==> config.mk <==
export PLATFORM = sky130hd
export DESIGN_NAME = key_frame_loader
export DESIGN_NICKNAME = d
export VERILOG_FILES = /design/src/rtl/key_frame_loader_pkg.sv /design/src/rtl/key_frame_loader.sv
export SDC_FILE = /design/constraint.sdc
export NUM_CORES = 1
export LEC_CHECK = 0
export ABC_AREA = 1
export CAP_MARGIN = 20
export CORE_MARGIN = 1
export CORE_UTILIZATION = 55
export CTS_BUF_LIST = sky130_fd_sc_hd__clkbuf_4
export CTS_CLUSTER_SIZE = 8
export DETAILED_ROUTE_END_ITERATION = 12
export GPL_TIMING_DRIVEN = 1
export PLACE_DENSITY = 0.82
export SYNTH_ARGS = -nofsm -noshare
export SYNTH_HDL_FRONTEND = slang
export SYNTH_SLANG_ARGS = --single-unit
==> constraint.sdc <==
create_clock -name clk -period 1.6 [get_ports clk]
set_input_delay 0.32 -clock clk [delete_from_list [all_inputs] [get_ports clk]]
set_output_delay 0.32 -clock clk [all_outputs]
set_load 0.01 [all_outputs]
==> src/rtl/key_frame_loader_pkg.sv <==
// Shared definitions for the key frame loader: FSM encoding, header byte, key width.
package key_frame_loader_pkg;

    typedef enum logic [2:0] {
        ST_IDLE  = 3'd0,
        ST_PREC  = 3'd1,
        ST_KEY   = 3'd2,
        ST_ISSUE = 3'd3,
        ST_LEN   = 3'd4,
        ST_DATA  = 3'd5
    } state_t;

    localparam logic [7:0] HDR_BYTE  = 8'hA5;
    localparam int         KEY_WIDTH = 34;

endpackage : key_frame_loader_pkg

==> src/rtl/key_frame_loader.sv <==
// Parses framed byte streams: header, precision byte, four key bytes, length,
// then plaintext. Issues the assembled key as a one-cycle pulse and forwards
// plaintext bytes one per accepted input byte.
//
// Handshake: a byte transfers on a rising clk edge only when byte_valid and
// byte_ready are both 1 in that cycle; byte_ready depends on state alone and
// drops for the single ISSUE cycle. key_valid_out, plaintext_valid_out and
// frame_err are one-cycle pulses with no back-pressure.
module key_frame_loader #(
    parameter int DATA_WIDTH = 8,
    parameter int KEY_WIDTH  = 4*DATA_WIDTH+2
) (
    input  logic                  clk,
    input  logic                  rst_n,
    input  logic [DATA_WIDTH-1:0] byte_in,
    input  logic                  byte_valid,
    output logic                  byte_ready,
    output logic [KEY_WIDTH-1:0]  key,
    output logic                  key_valid_out,
    output logic [DATA_WIDTH-1:0] plaintext_out,
    output logic                  plaintext_valid_out,
    output logic                  busy,
    output logic                  frame_err,
    output logic [2:0]            dbg_state
);

    import key_frame_loader_pkg::*;

    state_t                  state;
    state_t                  next_state;
    logic                    accept;
    logic                    hdr_ok;
    logic                    prec_ok;
    logic [1:0]              key_cnt;
    logic [1:0]              prec_q;
    logic [3*DATA_WIDTH-1:0] key_shadow;
    logic [DATA_WIDTH-1:0]   remain;

    // Handshake decode and next-state selection.
    always_comb begin
        byte_ready = (state != ST_ISSUE);
        accept     = byte_valid && byte_ready;
        hdr_ok     = (byte_in == DATA_WIDTH'(HDR_BYTE));
        prec_ok    = (byte_in[DATA_WIDTH-1:2] == '0);
        busy       = (state != ST_IDLE);
        dbg_state  = state;
        next_state = state;
        case (state)
            ST_IDLE:  if (accept && hdr_ok) next_state = ST_PREC;
            ST_PREC:  if (accept) next_state = prec_ok ? ST_KEY : ST_IDLE;
            ST_KEY:   if (accept && key_cnt == 2'd3) next_state = ST_ISSUE;
            ST_ISSUE: next_state = ST_LEN;
            ST_LEN:   if (accept) next_state = (byte_in == '0) ? ST_IDLE : ST_DATA;
            ST_DATA:  if (accept && remain == DATA_WIDTH'(1)) next_state = ST_IDLE;
            default:  next_state = ST_IDLE;
        endcase
    end

    // State, counters, key shadow and all output registers.
    always_ff @(posedge clk or negedge rst_n) begin
        if (!rst_n) begin
            state               <= ST_IDLE;
            key_cnt             <= '0;
            prec_q              <= '0;
            key_shadow          <= '0;
            remain              <= '0;
            key                 <= '0;
            key_valid_out       <= 1'b0;
            plaintext_out       <= '0;
            plaintext_valid_out <= 1'b0;
            frame_err           <= 1'b0;
        end else begin
            state               <= next_state;
            key_valid_out       <= 1'b0;
            plaintext_valid_out <= 1'b0;
            frame_err           <= 1'b0;
            if (accept) begin
                case (state)
                    ST_IDLE: begin
                        if (!hdr_ok) frame_err <= 1'b1;
                    end
                    ST_PREC: begin
                        if (!prec_ok) begin
                            frame_err <= 1'b1;
                        end else begin
                            prec_q  <= byte_in[1:0];
                            key_cnt <= '0;
                        end
                    end
                    ST_KEY: begin
                        key_cnt <= key_cnt + 2'd1;
                        case (key_cnt)
                            2'd0: key_shadow[DATA_WIDTH-1:0]              <= byte_in;
                            2'd1: key_shadow[2*DATA_WIDTH-1:DATA_WIDTH]   <= byte_in;
                            2'd2: key_shadow[3*DATA_WIDTH-1:2*DATA_WIDTH] <= byte_in;
                            default: begin
                                // K3 arrives: publish the whole key as we enter ISSUE.
                                key           <= KEY_WIDTH'({prec_q, byte_in, key_shadow});
                                key_valid_out <= 1'b1;
                            end
                        endcase
                    end
                    ST_LEN: begin
                        remain <= byte_in;
                    end
                    ST_DATA: begin
                        plaintext_out       <= byte_in;
                        plaintext_valid_out <= 1'b1;
                        remain              <= remain - DATA_WIDTH'(1);
                    end
                    default: ;
                endcase
            end
        end
    end

endmodule : key_frame_loader

==> flow_metrics.env <==
# yosys + openroad results
export IMPL_outcome="finished, violations left"
export IMPL_violations="setup timing"
export IMPL_path_cells="buf_6 -> buf_6 -> nor2_4 -> nand2_4 -> nor2_8 -> buf_12 -> nand2_4 -> nand2_1 -> o21ai_0"
export IMPL_intPower_mw=3.943
export IMPL_yosysWarnings=0
export IMPL_r2r_start="dbg_state[0]"
export IMPL_synth_nets=424
export IMPL_hold_violations=0
export IMPL_initCoreUtil=0.5741
export IMPL_simple_gate_share=0.2283
export IMPL_synth_top_area_share=0.5734
export IMPL_gp_congestion=0.9243
export IMPL_nFillCells=462
export IMPL_rsz0062_at_grt="true"
export IMPL_clkbuf_count=9
export IMPL_clkCellAreaFrac=0.02924
export IMPL_cpPeakStageDelay_ps=440
export IMPL_grt_pass1_vias=2851
export IMPL_fin_util=0.7571
export IMPL_tightest_slew_ps=416.5
export IMPL_drive_gt1_frac=0.2285
export IMPL_worstSetupPathDepth=9
export IMPL_cts_tree="done"
export IMPL_clock_power_share=0.199
export IMPL_setup_viol=9
export IMPL_dp_cells=557
export IMPL_seq_share=0.4348
export IMPL_numPortBuffers=60
export IMPL_p_seq_frac=0.457
export IMPL_post_place_ws_ps=-122.7
export IMPL_drc=0
export IMPL_finalCritPeriodShare=1.030
export IMPL_crit_path_end_kind="register"
export IMPL_aoi_share=0.1143
export IMPL_p_clk_mw=1.24
export IMPL_syn_area_um2=3666
export IMPL_syn_area_per_cell_um2=9.007
export IMPL_crit_path_max_fanout=8
export IMPL_critical_path_class="reg2reg"
export IMPL_layout_nonclk_buf_frac=0.1806
export IMPL_layout_setup_ws_ps=-48.13
export IMPL_num_nonclk_buffers=97
export IMPL_viasPerCell=5.314
export IMPL_cp_required_ps=1930
export IMPL_dr_pass1_iters=5
export IMPL_wl_per_cell_um=14.74
export IMPL_reg_top3="key: 34 flops, key_shadow: 24 flops"
export IMPL_worstHoldPathType="in2async"
==> repair_timing <==
item,in CTS,in global routing
cloned,0,3
endpoints found under the hold margin,29,0
hold buffers,1,0
gates resized,62,61
setup endpoints to repair,50,63
setup buffers,10,4
pin swaps,0,6
==> per-layer routing <==
layer  global-route usage  wire [um]  share of wire
met1               0.3586       3768           0.43
met2               0.3902       4203           0.48
met3              0.03561        471          0.054
met4               0.1125        240          0.028
met5                    0          0              0
==> cells by family (layout without fill, tap and decap cells) <==
| group | after synthesis | in the layout |
|---|---|---|
| simple gates | 200 | 203 |
| flops | 84 | 84 |
| compound gates | 73 | 73 |
| buf+inv | 43 | 145 |
| fa+ha+maj | 6 | 6 |
| xor+xnor | 1 | 1 |
==> images/clock_nets.png <==
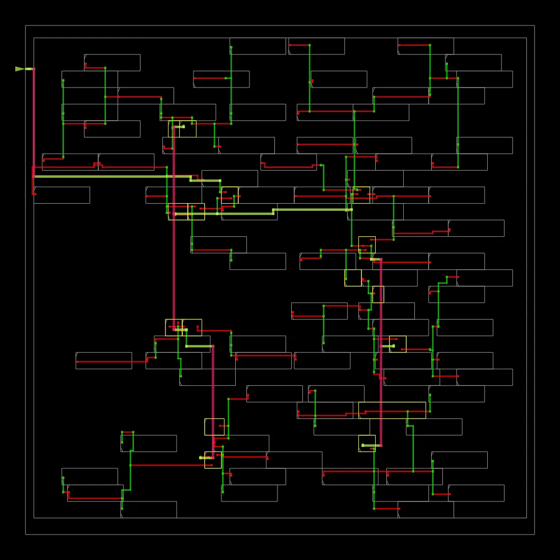
clock tree sinks: 84
Num CTS Buffers: 9
seq_cells: 84
post-route clock skew: 25.27 ps
clk latency late pin: 430 ps

==> images/floorplan.png <==
Scale: 4 px per um. Pins as bars on the die edge. Tap cells in grey.
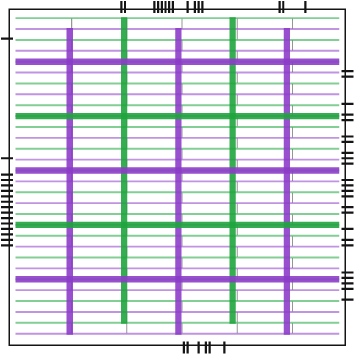
| net | colour |
|---|---|
| VDD | green |
| VSS | purple |
met5 straps: 5
met1 rails: 30
tap cells: 77
Peak VDD IR: 0.8802 mV
die width: 83.64 um
Die H: 83.64 um
Core Region: 6386 um2

==> images/layers.png <==
Scale: 4 px per um.
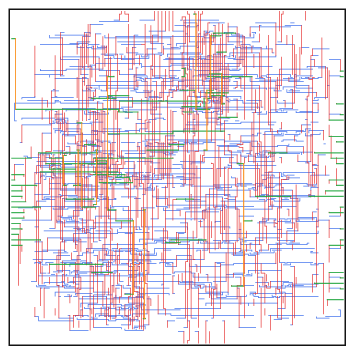
| layer | colour | wire length |
|---|---|---|
| M3 | green | 472 um |
| M4 | orange | 240 um |
| M1 | blue | 3770 um |
| M2 | red | 4200 um |
gr usage total: 0.2527
Post-Route WL: 8684 um

==> images/m3.png <==
Scale: 3 px per um. Cells faint in the background.
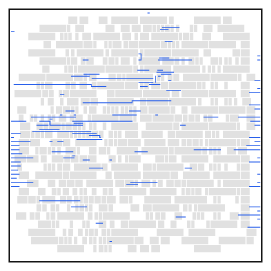
nets with wire on the layer: 82
main direction: horizontal
wire length on this layer: 472 um
via count: 3130
routing usage on met3: 0.03561

==> images/m2.png <==
Scale: 3 px per um.
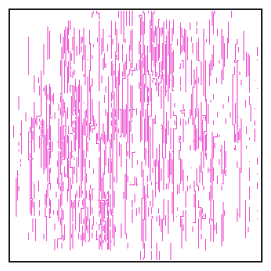
share of all routed wire: 48%
nets with wire on the layer: 423
longest straight run: 37.1 um
main direction: vertical
wire length on this layer: 4200 um
M2 GR Usage: 0.3902

